[src/rtl/adc_seqctl.sv]
// SAR ADC conversion sequencer: drives init/sample/compare/update phases
// and collects the serial comparator decisions into a parallel result word.
module adc_seqctl #(
  parameter int unsigned NBITS = 16,
  parameter int unsigned LEN_W = 8
) (
  input  logic             clk,
  input  logic             rst_b,
  input  logic             start,
  input  logic [4:0]       cfg_ncomp,
  input  logic [LEN_W-1:0] cfg_samp_len,
  input  logic [LEN_W-1:0] cfg_comp_len,
  input  logic             comp_out,
  output logic             seq_init,
  output logic             seq_samp,
  output logic             seq_comp,
  output logic             seq_update,
  output logic             busy,
  output logic             done,
  output logic [NBITS-1:0] result
);

  localparam int unsigned CNT_W = $clog2(NBITS + 1);

  typedef enum logic [2:0] {
    S_IDLE,
    S_INIT,
    S_SAMP,
    S_COMP,
    S_UPDATE
  } state_t;

  state_t             state, state_nxt;
  logic [CNT_W-1:0]   n_lat, n_eff;
  logic [LEN_W-1:0]   s_lat, s_eff;
  logic [LEN_W-1:0]   c_lat, c_eff;
  logic [LEN_W-1:0]   ph_cnt;
  logic [CNT_W-1:0]   bit_cnt, bit_cnt_inc;
  logic [NBITS-1:0]   shreg;
  logic               samp_last, comp_last, last_bit;
  logic               seq_init_d, seq_samp_d, seq_comp_d, seq_update_d;
  logic               busy_d, done_d;

  // Normalise configuration: zero lengths become 1, ncomp is clipped to 1..NBITS
  always_comb begin
    n_eff = CNT_W'(cfg_ncomp);
    if (cfg_ncomp == '0)
      n_eff = CNT_W'(1);
    else if (32'(cfg_ncomp) > NBITS)
      n_eff = CNT_W'(NBITS);
    s_eff = (cfg_samp_len == '0) ? LEN_W'(1) : cfg_samp_len;
    c_eff = (cfg_comp_len == '0) ? LEN_W'(1) : cfg_comp_len;
  end

  assign samp_last   = (ph_cnt == s_lat - LEN_W'(1));
  assign comp_last   = (ph_cnt == c_lat - LEN_W'(1));
  assign bit_cnt_inc = bit_cnt + CNT_W'(1);
  assign last_bit    = (bit_cnt_inc >= n_lat);

  // State register
  always_ff @(posedge clk) begin
    if (!rst_b)
      state <= S_IDLE;
    else
      state <= state_nxt;
  end

  // Next-state logic
  always_comb begin
    state_nxt = state;
    case (state)
      S_IDLE:   if (start) state_nxt = S_INIT;
      S_INIT:   state_nxt = S_SAMP;
      S_SAMP:   if (samp_last) state_nxt = S_COMP;
      S_COMP:   if (comp_last) state_nxt = S_UPDATE;
      S_UPDATE: state_nxt = last_bit ? S_IDLE : S_COMP;
      default:  state_nxt = S_IDLE;
    endcase
  end

  // Output decode from the upcoming state so every output is a flop
  always_comb begin
    seq_init_d   = (state_nxt == S_INIT);
    seq_samp_d   = (state_nxt == S_SAMP);
    seq_comp_d   = (state_nxt == S_COMP);
    seq_update_d = (state_nxt == S_UPDATE);
    busy_d       = (state_nxt != S_IDLE);
    done_d       = (state == S_UPDATE) && (state_nxt == S_IDLE);
  end

  always_ff @(posedge clk) begin
    if (!rst_b) begin
      seq_init   <= 1'b0;
      seq_samp   <= 1'b0;
      seq_comp   <= 1'b0;
      seq_update <= 1'b0;
      busy       <= 1'b0;
      done       <= 1'b0;
    end else begin
      seq_init   <= seq_init_d;
      seq_samp   <= seq_samp_d;
      seq_comp   <= seq_comp_d;
      seq_update <= seq_update_d;
      busy       <= busy_d;
      done       <= done_d;
    end
  end

  // Datapath: config latch, phase/bit counters, decision shift register
  always_ff @(posedge clk) begin
    if (!rst_b) begin
      n_lat   <= '0;
      s_lat   <= '0;
      c_lat   <= '0;
      ph_cnt  <= '0;
      bit_cnt <= '0;
      shreg   <= '0;
      result  <= '0;
    end else begin
      case (state)
        S_IDLE: begin
          if (start) begin
            n_lat   <= n_eff;
            s_lat   <= s_eff;
            c_lat   <= c_eff;
            ph_cnt  <= '0;
            bit_cnt <= '0;
            shreg   <= '0;
          end
        end
        S_INIT: ph_cnt <= '0;
        S_SAMP: ph_cnt <= samp_last ? '0 : ph_cnt + LEN_W'(1);
        S_COMP: begin
          if (comp_last) begin
            ph_cnt <= '0;
            shreg  <= {shreg[NBITS-2:0], comp_out};
          end else begin
            ph_cnt <= ph_cnt + LEN_W'(1);
          end
        end
        S_UPDATE: begin
          bit_cnt <= bit_cnt_inc;
          if (last_bit)
            result <= shreg;
        end
        default: ;
      endcase
    end
  end

endmodule

[config.mk]
export PLATFORM = sky130hd
export DESIGN_NAME = adc_seqctl
export DESIGN_NICKNAME = d
export VERILOG_FILES = /design/src/rtl/adc_seqctl.sv
export SDC_FILE = /design/constraint.sdc
export NUM_CORES = 1
export LEC_CHECK = 0
export CAP_MARGIN = 20
export CORE_MARGIN = 2
export CORE_UTILIZATION = 60
export CTS_CLUSTER_SIZE = 20
export DETAILED_ROUTE_END_ITERATION = 10
export GPL_TIMING_DRIVEN = 1
export MAX_ROUTING_LAYER = met4
export PLACE_DENSITY = 0.9
export RECOVER_POWER = 100
export SLEW_MARGIN = 0
export SYNTH_ARGS = -nofsm -noshare
export SYNTH_HDL_FRONTEND = slang
export SYNTH_SLANG_ARGS = --single-unit
[constraint.sdc]
create_clock -name clk -period 4.48 [get_ports clk]
set_input_delay 0.672 -clock clk [delete_from_list [all_inputs] [get_ports clk]]
set_output_delay 0.672 -clock clk [all_outputs]
set_load 0.01 [all_outputs]
Fig. 1: clock nets
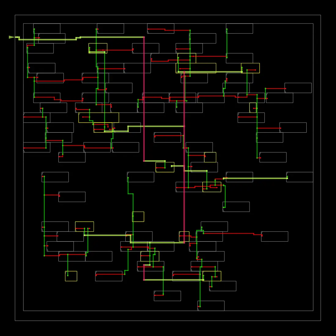
Setup Skew: 0.0110 ns
Sinks on Clock Net: 75
clkbuf count: 9

Fig. 2: layout detail
Window x 1 to 41, y 43 to 83 um. Cells in grey, sequential cells in the stronger grey; small squares are vias.
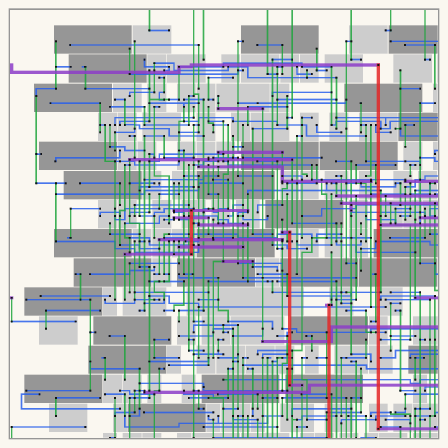
purple -> met3
green -> met2
red -> met4
blue -> met1
most frequent = dfxtp_1 (28), nand3_1 (21), a21oi_1 (21)
sequential cells in the window = 28
netlist names of flops here include = result (10), shreg (10), bit_cnt (4)
cells with their middle in the window = 122

==> results.txt <==
run results: status completed, Worst Path Buf+Inv 1, Adder Share, Synth 2.94%, Synth Warn # 0, setup TNS 0 ns, global-route wire length before repair 15,400 um, Non-clock buffers, area share 11.5%, post-synthesis cell count from yosys 470, Int Power 1090 uW, Die Y-Extent 83.9 um, Die Wd between 80 and 90 um, r2r setup slk 1.05 ns, nets@finish 528, antenna-violating nets left 0, met2 Usage GRT 41.8%, Slowest cell on crit path clkbuf_1, final core occ between 70% and 80%, metal2 WL 4540 um, htree depth 3, Top cells excl fill/tap 75 x dfxtp_1, 64 x a21oi_1, 43 x nand2_1, Post-Syn Area per Cell 8.16 um2, layout cell share with drive strength beyond 1 5.81%, top area contributor share 39.2%, gpl congestion roughly 0.85, initial antenna violation count 0, cell type with the largest total area dfxtp_1, Bufs on Longest Clock Path 2, clk_lat worst skew 0.37 ns, Synth Seq Share about two fifths, main area contributors dfxtp_1 39%, a21oi_1 8.4%, nand3_1 5.2%, nand2_1 4.2%, nand4_1 3.6%, Pleak around 0.0016 uW, wire per inst 16.5 um, Detailed Routing Iterations Pass 1 6, Vias/cell 6.38, Critical Path AT 3.71 ns, CTS tree built, DRT iter0 DRCs 432, fin area 4450 um2, Unique cell types 55, Peak VDD IR between 200 and 300 uV, Post-synth top cells 75 x dfxtp_1, 64 x a21oi_1, 43 x nand2_1, final hold violation count 0, crit path DRT 4.76 ns, stages on the worst setup path 6, # fillers about 490, n_diodes 0, gr busiest metal met2, Hold Slack 0.455 ns, Slew Limit Fails 0, M1 GR Usage 35.3%, Top pwr grp registers, Residual DRC 0, tally of buffers added on design ports around 46, inverter count 14, cts repair resizes 0, Flops after synth 75, Switching Share 28.0%, CTS Buf Count 9, power density over the cells 339 nW/um2, sequential cell fraction of total power between 40% and 50%, count of tool warnings 26, Top Layer Used met4, Hold Path End n_lat[3], max_slew headroom 13.9%, hold crit path type register to register, Placement Cell Area about 4200 um2, asr flop ratio synth 0%, simple share 26.3%, Dominant flop cell dfxtp_1, final setup margin 1.05 ns, CP Launch Type register, met3 wire length 655 um, synthesized instance count 470, Layout area overhead 15.9%, num ports roughly 47, logic share of the area a little under half, top flop regs result x16, shreg x16, hpwl dp 5970 um, most frequent cell after synthesis dfxtp_1, Worst-path clk slew approximately 0.080 ns, Final Critical Period 3.43 ns, cycle use final 76.5%, Tot Pwr 1510 uW, Synthesized Nets 504, Final Non-Filler Cells roughly 580, yosys xor share 4.80%, RR Startpoint state[0], MUX area fraction 0.555%, slew at the pin closest to its max-slew limit 1.29 ns, chip area line of the yosys report 3830 um2, Synth Cell Area 3830 um2, capturing point of the worst reg2reg path seq_samp, flip-flops with a built-in enable 0, FP Core Util 61.1%, Top delay family on crit path simple AND/OR/NAND/NOR gates, Clock power frac 39.1%, via count 3,675, Root Buffer Master clkbuf_8, Fmax 292 MHz, CP endpoint seq_samp, M1 WL 4110 um, r2r worst-path depth 6, combinational power share between 10 and 15%, gr ovfl total 0, Top non-seq family simple AND/OR/NAND/NOR gates, CTS hold repair buffers 0, critical setup path kind register to register, clock-net power 590 uW, net switching power between 400 and 500 uW, number of global-route vias before repair 3,342, Critical Path Fanout Max 27, Core Area 6280 um2, flop count around 75, Global Route Usage Sum 27.6%, ao+oa area frac between 10% and 20%, Final setup viols 0, chip area 7050 um2, Area-dominant class multi-input combinational cells
Fig. 3: sequential cells grouped by signal name
The bar under the picture is 20 um long.
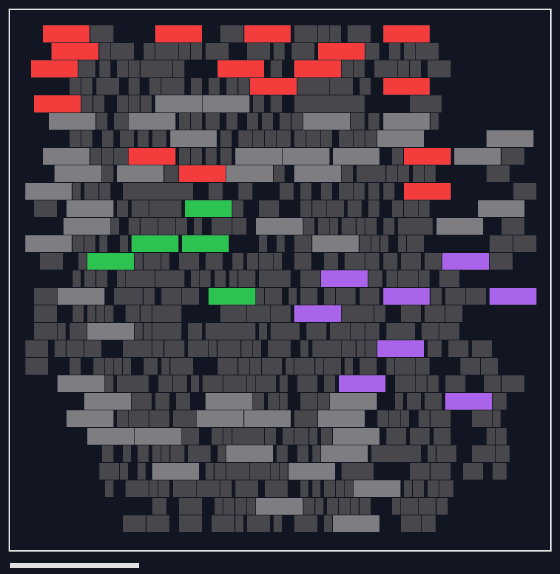
purple -> ph_cnt  # placed flops 8
red -> result  # placed flops 16
green -> bit_cnt  # placed flops 5
not coloured = 46
power in sequential cells: 705 uW
register area: 1500 um2
Seq/total area: 33.8%

Power figures rest on the tool's default switching activity, not on a simulated workload.
